Run 1, placement density heat map:
Bar = 20 um. The die is cut into 8 by 8 equal tiles; black is low, pale yellow is high, 0 to 100% covered.
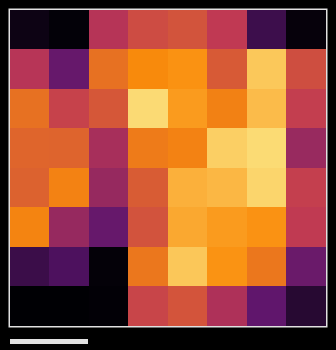
Run 1, supply network:
Bar = 20 um. Pins as bars on the die edge.
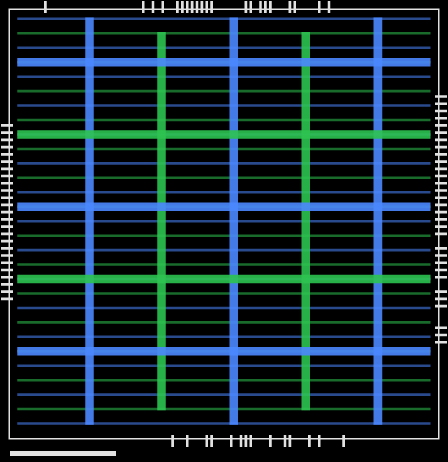
Run 1, wires at chosen ports, followed through buffers:
Bar = 20 um.
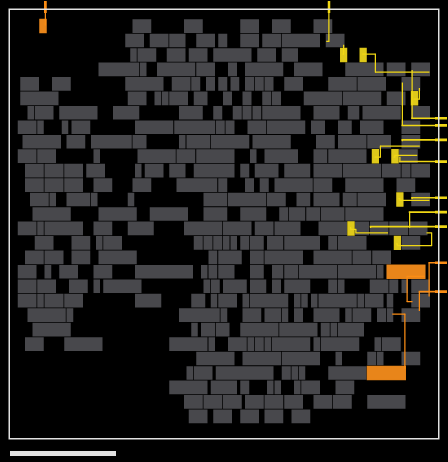
==> config.mk <==
export PLATFORM = sky130hd
export DESIGN_NAME = alu_issue_ctrl
export DESIGN_NICKNAME = d
export VERILOG_FILES = /design/src/rtl/definitions.sv /design/src/rtl/alu_issue_decode.sv /design/src/rtl/alu_issue_ctrl.sv
export SDC_FILE = /design/constraint.sdc
export NUM_CORES = 1
export LEC_CHECK = 0
export CAP_MARGIN = 20
export CORE_UTILIZATION = 39
export DETAILED_ROUTE_END_ITERATION = 6
export MAX_ROUTING_LAYER = met4
export PLACE_DENSITY = 0.81
export SLEW_MARGIN = 20
export SYNTH_ARGS = -nofsm -noshare
export SYNTH_HDL_FRONTEND = slang
export SYNTH_SLANG_ARGS = --single-unit
==> constraint.sdc <==
create_clock -name CLK -period 1.5 [get_ports CLK]
set_input_delay 0.15 -clock CLK [delete_from_list [all_inputs] [get_ports CLK]]
set_output_delay 0.15 -clock CLK [all_outputs]
set_load 0.01 [all_outputs]
==> src/rtl/definitions.sv <==
// Shared ALU definitions: opcode mnemonics plus the issue controller's
// state encoding, branch opcode and instruction field layout.
package definitions;

  typedef enum logic [3:0] {
    KADD = 4'h0,
    KSUB = 4'h1,
    KMUL = 4'h2,
    KDIV = 4'h3,
    KLOA = 4'h4,
    KSTR = 4'h5,
    KSHL = 4'h6,
    KSHR = 4'h7,
    KAND = 4'h8,
    kor  = 4'h9
  } op_mne;

  typedef enum logic [1:0] {
    IDLE = 2'd0,
    READ = 2'd1,
    EXEC = 2'd2,
    WB   = 2'd3
  } issue_state_e;

  localparam logic [3:0] BR_CODE_DEF = 4'hF;

  localparam int INST_W = 9;
  localparam int OP_LSB = 5;
  localparam int OP_W   = 4;
  localparam int RD_LSB = 2;
  localparam int RB_LSB = 0;
  localparam int RB_W   = 2;

endpackage

==> src/rtl/alu_issue_decode.sv <==
// Combinational opcode decode: ALU opcode to drive, branch qualifier,
// write-back enable and divide detection.
module alu_issue_decode
  import definitions::*;
#(
  parameter logic [3:0] BR_CODE = BR_CODE_DEF
) (
  input  logic [3:0] op,
  output logic [3:0] alu_op,
  output logic       is_branch,
  output logic       wb_en,
  output logic       is_div
);

  always_comb begin
    alu_op    = op;
    is_branch = 1'b0;
    wb_en     = 1'b0;
    is_div    = 1'b0;
    // Branch wins over any mnemonic sharing its code; the ALU evaluates it as a load.
    if (op == BR_CODE) begin
      alu_op    = KLOA;
      is_branch = 1'b1;
    end else begin
      case (op)
        KADD, KSUB, KMUL, KLOA, KSHL, KSHR, KAND, kor: begin
          wb_en = 1'b1;
        end
        KDIV: begin
          wb_en  = 1'b1;
          is_div = 1'b1;
        end
        KSTR: begin
          wb_en = 1'b0;
        end
        default: begin
          wb_en = 1'b0;
        end
      endcase
    end
  end

endmodule

==> src/rtl/alu_issue_ctrl.sv <==
// Four-state issue controller: latch instruction, read operands, drive the
// combinational ALU, then pulse write-back / branch-taken for one cycle.
module alu_issue_ctrl
  import definitions::*;
#(
  parameter int         NREG    = 8,
  parameter logic [3:0] BR_CODE = BR_CODE_DEF
) (
  input  logic                      CLK,
  input  logic                      RESET,
  input  logic                      INST_VALID,
  input  logic [INST_W-1:0]         INST,
  output logic                      INST_READY,
  output logic [$clog2(NREG)-1:0]   RF_RADDR_A,
  output logic [$clog2(NREG)-1:0]   RF_RADDR_B,
  input  logic [7:0]                RF_RDATA_A,
  input  logic [7:0]                RF_RDATA_B,
  output logic [3:0]                ALU_OP,
  output logic [7:0]                ALU_INA,
  output logic [7:0]                ALU_INB,
  output logic                      ALU_SC_IN,
  output logic                      ALU_IS_BRANCH,
  input  logic [7:0]                ALU_OUT,
  input  logic                      ALU_SC_OUT,
  input  logic                      ALU_BRANCH,
  input  logic                      ALU_ZERO,
  output logic                      WB_EN,
  output logic [$clog2(NREG)-1:0]   WB_ADDR,
  output logic [7:0]                WB_DATA,
  output logic                      BR_TAKEN,
  output logic [7:0]                BR_TARGET,
  output logic                      ZERO_FLAG,
  output logic                      DIV_ERR
);

  localparam int RD_W = $clog2(NREG);

  issue_state_e      state_q, state_d;
  logic [INST_W-1:0] inst_q, inst_d;
  logic [7:0]        opa_q, opa_d, opb_q, opb_d;
  logic [3:0]        alu_op_q, alu_op_d;
  logic              is_branch_q, is_branch_d;
  logic              carry_q, carry_d;
  logic              zero_q, zero_d;
  logic              ready_q, ready_d;
  logic              wb_en_q, wb_en_d;
  logic [RD_W-1:0]   wb_addr_q, wb_addr_d;
  logic [7:0]        wb_data_q, wb_data_d;
  logic              br_taken_q, br_taken_d;
  logic [7:0]        br_target_q, br_target_d;
  logic              div_err_q, div_err_d;

  logic [3:0]        dec_alu_op;
  logic              dec_is_branch, dec_wb_en, dec_is_div;
  logic [RD_W-1:0]   rd_s;
  logic              div_zero_s;

  assign rd_s       = inst_q[RD_LSB +: RD_W];
  assign div_zero_s = dec_is_div && (opb_q == 8'h00);

  alu_issue_decode #(.BR_CODE(BR_CODE)) u_decode (
    .op        (inst_q[OP_LSB +: OP_W]),
    .alu_op    (dec_alu_op),
    .is_branch (dec_is_branch),
    .wb_en     (dec_wb_en),
    .is_div    (dec_is_div)
  );

  always_comb begin
    state_d     = state_q;
    inst_d      = inst_q;
    opa_d       = opa_q;
    opb_d       = opb_q;
    alu_op_d    = alu_op_q;
    is_branch_d = is_branch_q;
    carry_d     = carry_q;
    zero_d      = zero_q;
    ready_d     = ready_q;
    wb_en_d     = 1'b0;
    wb_addr_d   = wb_addr_q;
    wb_data_d   = wb_data_q;
    br_taken_d  = 1'b0;
    br_target_d = br_target_q;
    div_err_d   = 1'b0;
    case (state_q)
      IDLE: begin
        if (INST_VALID && ready_q) begin
          inst_d  = INST;
          ready_d = 1'b0;
          state_d = READ;
        end else begin
          ready_d = 1'b1;
        end
      end
      READ: begin
        opa_d       = RF_RDATA_A;
        opb_d       = RF_RDATA_B;
        alu_op_d    = dec_alu_op;
        is_branch_d = dec_is_branch;
        state_d     = EXEC;
      end
      // ALU outputs are captured straight into the result registers so the
      // carry flag is already current for an instruction accepted after WB.
      EXEC: begin
        alu_op_d    = KADD;
        is_branch_d = 1'b0;
        carry_d     = ALU_SC_OUT;
        zero_d      = ALU_ZERO;
        wb_en_d     = dec_wb_en;
        wb_addr_d   = rd_s;
        if (dec_wb_en) begin
          if (div_zero_s) begin
            wb_data_d = 8'hFF;
          end else begin
            wb_data_d = ALU_OUT;
          end
        end else begin
          wb_data_d = wb_data_q;
        end
        br_taken_d = dec_is_branch && ALU_BRANCH;
        if (dec_is_branch) begin
          br_target_d = opb_q;
        end else begin
          br_target_d = br_target_q;
        end
        div_err_d = div_zero_s;
        state_d   = WB;
      end
      WB: begin
        ready_d = 1'b1;
        state_d = IDLE;
      end
      default: begin
        ready_d = 1'b1;
        state_d = IDLE;
      end
    endcase
  end

  always_ff @(posedge CLK) begin
    if (RESET) begin
      state_q     <= IDLE;
      inst_q      <= '0;
      opa_q       <= 8'h00;
      opb_q       <= 8'h00;
      alu_op_q    <= KADD;
      is_branch_q <= 1'b0;
      carry_q     <= 1'b0;
      zero_q      <= 1'b0;
      ready_q     <= 1'b1;
      wb_en_q     <= 1'b0;
      wb_addr_q   <= '0;
      wb_data_q   <= 8'h00;
      br_taken_q  <= 1'b0;
      br_target_q <= 8'h00;
      div_err_q   <= 1'b0;
    end else begin
      state_q     <= state_d;
      inst_q      <= inst_d;
      opa_q       <= opa_d;
      opb_q       <= opb_d;
      alu_op_q    <= alu_op_d;
      is_branch_q <= is_branch_d;
      carry_q     <= carry_d;
      zero_q      <= zero_d;
      ready_q     <= ready_d;
      wb_en_q     <= wb_en_d;
      wb_addr_q   <= wb_addr_d;
      wb_data_q   <= wb_data_d;
      br_taken_q  <= br_taken_d;
      br_target_q <= br_target_d;
      div_err_q   <= div_err_d;
    end
  end

  assign INST_READY    = ready_q;
  assign RF_RADDR_A    = rd_s;
  assign RF_RADDR_B    = {{(RD_W-RB_W){1'b0}}, inst_q[RB_LSB +: RB_W]};
  assign ALU_OP        = alu_op_q;
  assign ALU_INA       = opa_q;
  assign ALU_INB       = opb_q;
  assign ALU_SC_IN     = carry_q;
  assign ALU_IS_BRANCH = is_branch_q;
  assign WB_EN         = wb_en_q;
  assign WB_ADDR       = wb_addr_q;
  assign WB_DATA       = wb_data_q;
  assign BR_TAKEN      = br_taken_q;
  assign BR_TARGET     = br_target_q;
  assign ZERO_FLAG     = zero_q;
  assign DIV_ERR       = div_err_q;

endmodule

==> job_summary.md, run 1 <==
## Implementation flow summary

| Metric | Value |
|---|---|
| Total Nets Final | `375` |
| Post-DP Area | `3320 um^2` |
| Leak pwr | `1.35 nW` |
| Max transition margin | `0.654` |
| Final worst slack | `0.0510 ns` |
| Cycle use final | `0.966` |
| HP Class | `in -> reg` |
| Chip Footprint | `6490 um^2` |
| Setup TNS | `0 ns` |
| Clk slew on worst S/H paths | `0.06 ns` |
| Design area | `3570 um^2` |
| Inst Count DP | `395` |
| Peak Freq | `690 MHz` |
| Insertion Delay late pin | `0.33 ns` |
| Drt drc | `0` |
| Pre-CTS setup slack | `0.0403 ns` |
| Routability cong. | `0.810` |
| Reg-to-reg endpoint | `WB_DATA[2]$_SDFFE_PP0P_` |
| Crit path from | `ALU_INB[0]$_SDFFE_PP0N_` |
| R2R setup slack | `0.05 ns` |
| Fin. Hold Viols | `0` |
| Worst EP required | `1.35 ns` |
| H-tree depth | `3` |
| Post-CTS Setup Inserts | `0` |
| Tool Warnings | `32` |
| End of the worst hold path | `ALU_INB[5]$_SDFFE_PP0N_` |
| Hold Path Stages | `2` |
| Clk buf depth | `2` |
| Critical path type | `reg -> out` |
| Layout Skew | `0.00741 ns` |
| Max stage delay on crit path | `0.57 ns` |
| CP Max Fanout | `4` |
| Post-synth area from yosys stat | `2410 um^2` |
| Total CTS buffers | `9` |
| Initial antenna violation count | `0` |
| Post-DRT Antenna Nets | `0` |
| Post-Synthesis Net Count | `290` |
| Status | `complete, no violations` |
| Vias per Instance | `5.07` |
| Most frequent cells in the layout | `clkdlybuf4s50_1, dfxtp_1, nor2_1` |
| Cell chain of the critical path | `clkdlybuf4s50_1` |
| DP HPWL | `4060 um` |
| GRT Overall Usage | `0.190` |
| Worst Path Arrival | `1.30 ns` |
| CP Capture Type | `output port` |
| Unique cell types | `34` |
| Syn Inst Count | `246` |
| Crit path time final | `1.45 ns` |
| Critical Path Slowest Stage Cell | `clkdlybuf4s50_1` |
| Clk sinks | `57` |
| CP startpoint kind | `register` |
| Synth warn | `0` |
| Top cells by area | `dfxtp_1, mux2i_1, a311oi_2` |
| Synth Cell Area | `2410 um^2` |
| Least-Margin Pin Slew | `0.519 ns` |
| Post-detailed-route wirelength per cell | `14.0 um` |
| Layout cell share with drive strength beyond 1 | `0.158` |
| Synth Seq Share | `0.474` |
| Vias in the first global route | `1937` |
| Finished Layout Cells | `410` |
| Length in cells of the worst reg-to-reg path | `6` |
| Row count | `28` |
| Ys cells | `246` |
| Biggest register | `inst_q` |
| Worst path depth | `1` |
| Largest register FFs | `9` |
| # setup viols final | `0` |
| Antenna Cells | `0` |
| Max-Cap Viols | `0` |
| Comb area | `1090 um^2` |
| DR vias | `2078` |
| R2R Path Start | `state_q[0]$_SDFFE_PP0P_` |
| CTS Root Cell | `clkbuf_8` |
| Slew Viols, Final | `0` |
| Syn Area/Cell | `9.78 um^2` |
| Commonest non-fill, non-tap cell in the layout | `clkdlybuf4s50_1` |
Notes on 'placement density heat map' above:
fullest tile	92%
tiles over 75% full	23%
emptiest ninth of the die	lower left
nearly empty tiles	9.4%
mean over tiles	54%
final core utilization: 0.603
Pre-Place Util: 0.406
Core Region: 5920 um^2

Notes on 'supply network' above:
net	color
VSS	blue
VDD	green
met5 straps	5
met1 rails	29
signal pins	91
worst vdd ir: 0.847 mV
Die H: 80.5 um

Notes on 'wires at chosen ports, followed through buffers' above:
port	color	bits	direction	end cells	wire
RF_RADDR_B	orange	3	output	3	38.2 um
ALU_OUT	yellow	8	input	8	133 um
num ports: 91
Port Buffers: 89

[run 1: metrics by stage]
stage	total power [mW]	hold slack (ns)
global route	6.26	0.284
finish	5.93	0.272
global placement	4.30	0.442
CTS	5.91	0.252
floorplan	3.58	0.286
detailed placement	4.35	0.450
[run 1: per-layer routing]
metal	up-vias	track usage	wire (um)
met5	-	-	0
met4	0	0.0982	106
met3	13	0.0580	458
met2	78	0.286	2620
met1	968	0.229	2560
li1	1019	-	-
[run 1: layout make-up]
class                      instances  area share
sequential                        57       0.322
multi-input combinational        153       0.306
timing repair buffer              98       0.275
clock buffer                      12      0.0407
tap                               75      0.0263
clock inverter                     3      0.0182
inverter                          12      0.0126
[run 1: repair_timing]
| item | 4_1_cts | 5_1_grt |
|---|---|---|
| cloned | 0 | 0 |
| hold buffers | 0 | 0 |
| resized | 4 | 14 |
| endpoints found under the setup margin | 4 | 22 |
[run 1: cell usage after synthesis]
cell type,instances
nor2_1,27
nor4b_1,1
and4bb_1,1
o21ai_0,9
nor4_4,1
inv_1,12
buf_2,6
a311oi_2,8
nor3_1,2
a21oi_1,19
a21o_1,1
a21bo_2,1
nand3_1,12
o21bai_1,1
nand2_1,20
a211oi_1,8
nand3_4,1
and3_1,1
a32oi_1,3
and4_1,1
nand4_1,1
clkbuf_1,7
nor4_2,1
a22oi_1,2
nor2b_1,2
nor2b_4,1
buf_4,6
nand2b_4,1
mux2i_1,21
buf_6,5
dfxtp_1,57
nor3b_4,1
ha_1,5
conb_1,1
[run 1: power breakdown]
group / internal (mW) / switching [mW]
combinational: 1.20 / 1.12
clock: 0.970 / 0.579
sequential: 1.80 / 0.262
[run 1: kinds of logic after synthesis]
kind of cell,share of synthesized area
mux,0.0874
buf+inv,0.0842
flops,0.474
other cells,0.00156
compound gates,0.161
fa+ha+maj,0.0260
simple gates,0.166
Run 1, track usage over the die:
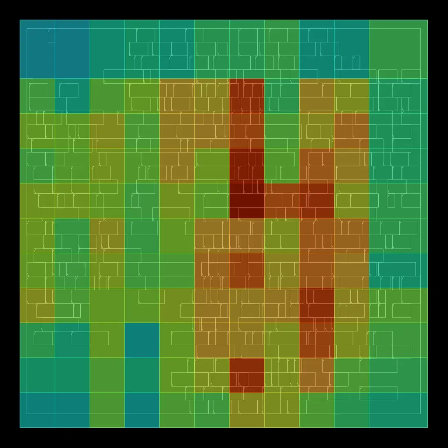

## Run 2: what changed since run 1
--- a/config.mk
+++ b/config.mk
@@ -6,10 +6,12 @@
 export NUM_CORES = 1
 export LEC_CHECK = 0
 export CAP_MARGIN = 20
-export CORE_UTILIZATION = 39
+export CORE_UTILIZATION = 41
+export CTS_BUF_LIST = sky130_fd_sc_hd__clkbuf_2
 export DETAILED_ROUTE_END_ITERATION = 6
+export HOLD_SLACK_MARGIN = 0.05
 export MAX_ROUTING_LAYER = met4
-export PLACE_DENSITY = 0.81
+export PLACE_DENSITY = 0.84
 export SLEW_MARGIN = 20
 export SYNTH_ARGS = -nofsm -noshare
 export SYNTH_HDL_FRONTEND = slang
Run 2, track usage over the die:
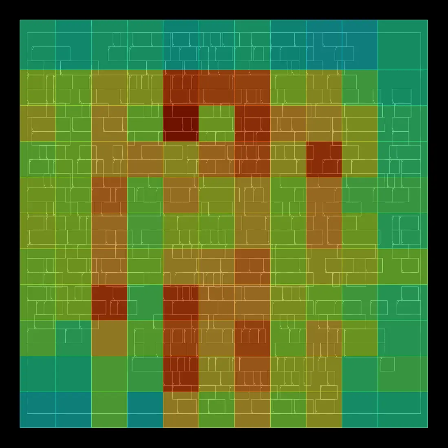
final core utilization: 0.617
met1 Usage GRT: 0.234
met2 Use GR: 0.327

Run 2, placement density heat map:
Bar = 20 um. The die is cut into 8 by 8 equal tiles; black is low, pale yellow is high, 0 to 100% covered.
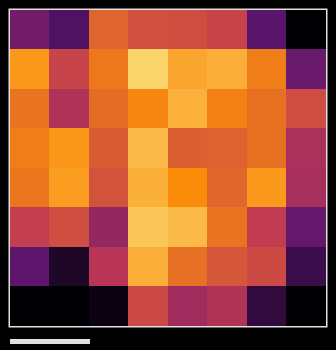
mean over tiles	54%
tiles over 75% full	20%
emptiest ninth of the die	lower left
nearly empty tiles	6.2%
fullest tile	91%
Core Region: 5570 um^2
Pre-Place Util: 0.432

==> run 2 against run 1 <==
Clock power shrank 52%. Count of clock-buffer cells in the layout shrank 1. Worst hold slack lost 0.17 ns. Highest routed layer unchanged.
==> job_summary.md, run 2 <==
## Implementation flow summary

| Metric | Value |
|---|---|
| Post-synth area from yosys stat | `2410 um^2` |
| Total Nets Final | `377` |
| Combinational share of cell area | `0.322` |
| Chip Footprint | `6180 um^2` |
| R2R Path Start | `ALU_INB[3]$_SDFFE_PP0N_` |
| Final Hold Slack | `0.104 ns` |
| Max stage delay on crit path | `0.53 ns` |
| Post-detailed-route wirelength per cell | `14.4 um` |
| Drt drc | `0` |
| Area fraction of clock buffers and clock inverters | `0.0226` |
| Initial antenna violation count | `0` |
| Critical Path Slowest Stage Cell | `clkdlybuf4s50_1` |
| Worst Path Arrival | `1.29 ns` |
| Clk buf depth | `2` |
| Pre-CTS setup slack | `-0.0441 ns` |
| Top cells by area | `dfxtp_1, mux2i_1, a311oi_2` |
| Inst Count DP | `389` |
| Nonclk buf count | `98` |
| CP Max Fanout | `1` |
| Biggest register | `inst_q` |
| Status | `complete, no violations` |
| Ys flop type | `dfxtp_1` |
| Clk slew on worst S/H paths | `0.17 ns` |
| Routability cong. | `0.749` |
| Critical path type | `reg -> out` |
| Insertion Delay late pin | `0.44 ns` |
| CTS Root Cell | `clkbuf_2` |
| Layout Skew | `0.0256 ns` |
| Fin. Hold Viols | `0` |
| Finished Layout Cells | `410` |
| Final worst slack | `0.0577 ns` |
| Leak pwr | `1.54 nW` |
| Share of synthesized registers carrying an async set or reset | `0` |
| H-tree depth | `3` |
| CP Capture Type | `output port` |
| DR vias | `2077` |
| NonClk Buf Share | `0.273` |
| Syn Inst Count | `246` |
| Ys cells | `246` |
| Clk sinks | `57` |
| Tapcell count | `72` |
| Syn Area/Cell | `9.78 um^2` |
| Max-Cap Viols | `0` |
| Vias per Instance | `5.07` |
| Row count | `27` |
| Cycle use final | `0.962` |
| Post-Synthesis Net Count | `290` |
| Port Buffers | `89` |
| Commonest non-fill, non-tap cell in the layout | `dlygate4sd2_1` |
| Num ports | `91` |
| Synth Cell Area | `2410 um^2` |
| Crit path time final | `1.44 ns` |
| DP HPWL | `4070 um` |
| R2R setup slack | `0.06 ns` |
| Tool Warnings | `31` |
| # clk buffers | `11` |
| # setup viols final | `0` |
| Total CTS buffers | `9` |
| Comb gates | `154` |
| Post-DRT Antenna Nets | `0` |
Run 2, supply network:
Bar = 20 um. Pins as bars on the die edge.
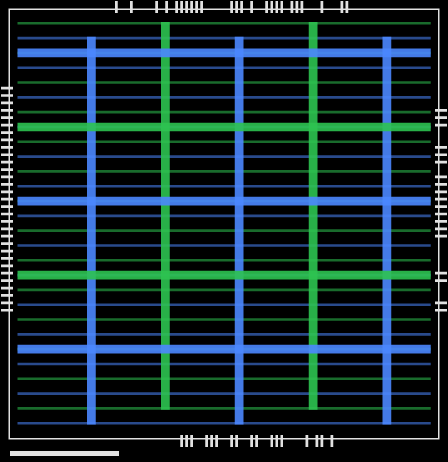
net	color
VSS	blue
VDD	green
signal pins	91
rows	27
met1 rails	28
met5 straps	5
Die H: 78.6 um
DIE WIDTH: 78.6 um
worst vdd ir: 0.771 mV

[run 2: cell counts after synthesis]
Identical to the previous run, type by type.
[run 2: metal layers]
metal | GRT usage | part of all wire
met1 | 0.234 | 0.44
met2 | 0.327 | 0.49
met3 | 0.0535 | 0.060
met4 | 0.0778 | 0.0081
met5 | - | 0
[run 2: per-stage QoR]
| stage | util | instance area [um^2] | setup TNS (ns) |
|---|---|---|---|
| final | 0.617 | 3440 | 0 |
| after floorplan | - | 2410 | -0.0256 |
| after CTS | 0.607 | 3390 | 0 |
| after global placement | 0.592 | 3300 | 0 |
| after global routing | 0.617 | 3440 | -0.0357 |
| after detailed placement | 0.592 | 3300 | -0.293 |
[run 2: power by group]
part           switching, mW  leakage (nW)  internal [mW]
clock network          0.527        0.0606          0.214
registers              0.249         0.471           1.82
logic                   1.17          1.01           1.10
[run 2: worst paths after layout]
kind	to	depth (start not counted)
worst min register to register	inst_q[1]$_SDFFE_PP0P_	2
worst max-delay path	DIV_ERR	1
worst min-delay path	ALU_INB[1]$_SDFFE_PP0N_	2
worst max register to register	WB_DATA[6]$_SDFFE_PP0P_	4
[run 2: kinds of logic after synthesis]
logic type,after synthesis,share of synthesized area
multiplexers,21,0.0874
AND-OR/OR-AND,52,0.161
AND/OR/NAND/NOR,74,0.166
adder cells (fa/ha/maj),5,0.0260
buffers and inverters,36,0.0842
other,1,0.00156
flip-flops,57,0.474
[run 2: what timing repair did]
action | 4_1_cts | 5_1_grt
resized | 66 | 14
pin swaps | 0 | 7
cloned | 1 | 1
buffers inserted | 3 | 0
setup endpoints to repair | 58 | 23
hold buffers | 0 | 0
[run 2: worst reg2reg max path, cell delays in order (launching register included)]
cell	delay, ns
dfxtp_2	0.35
buf_4	0.14
nor4_4	0.38
nand3_4	0.18
a311oi_2	0.28
Power and IR drop assume default switching activity.
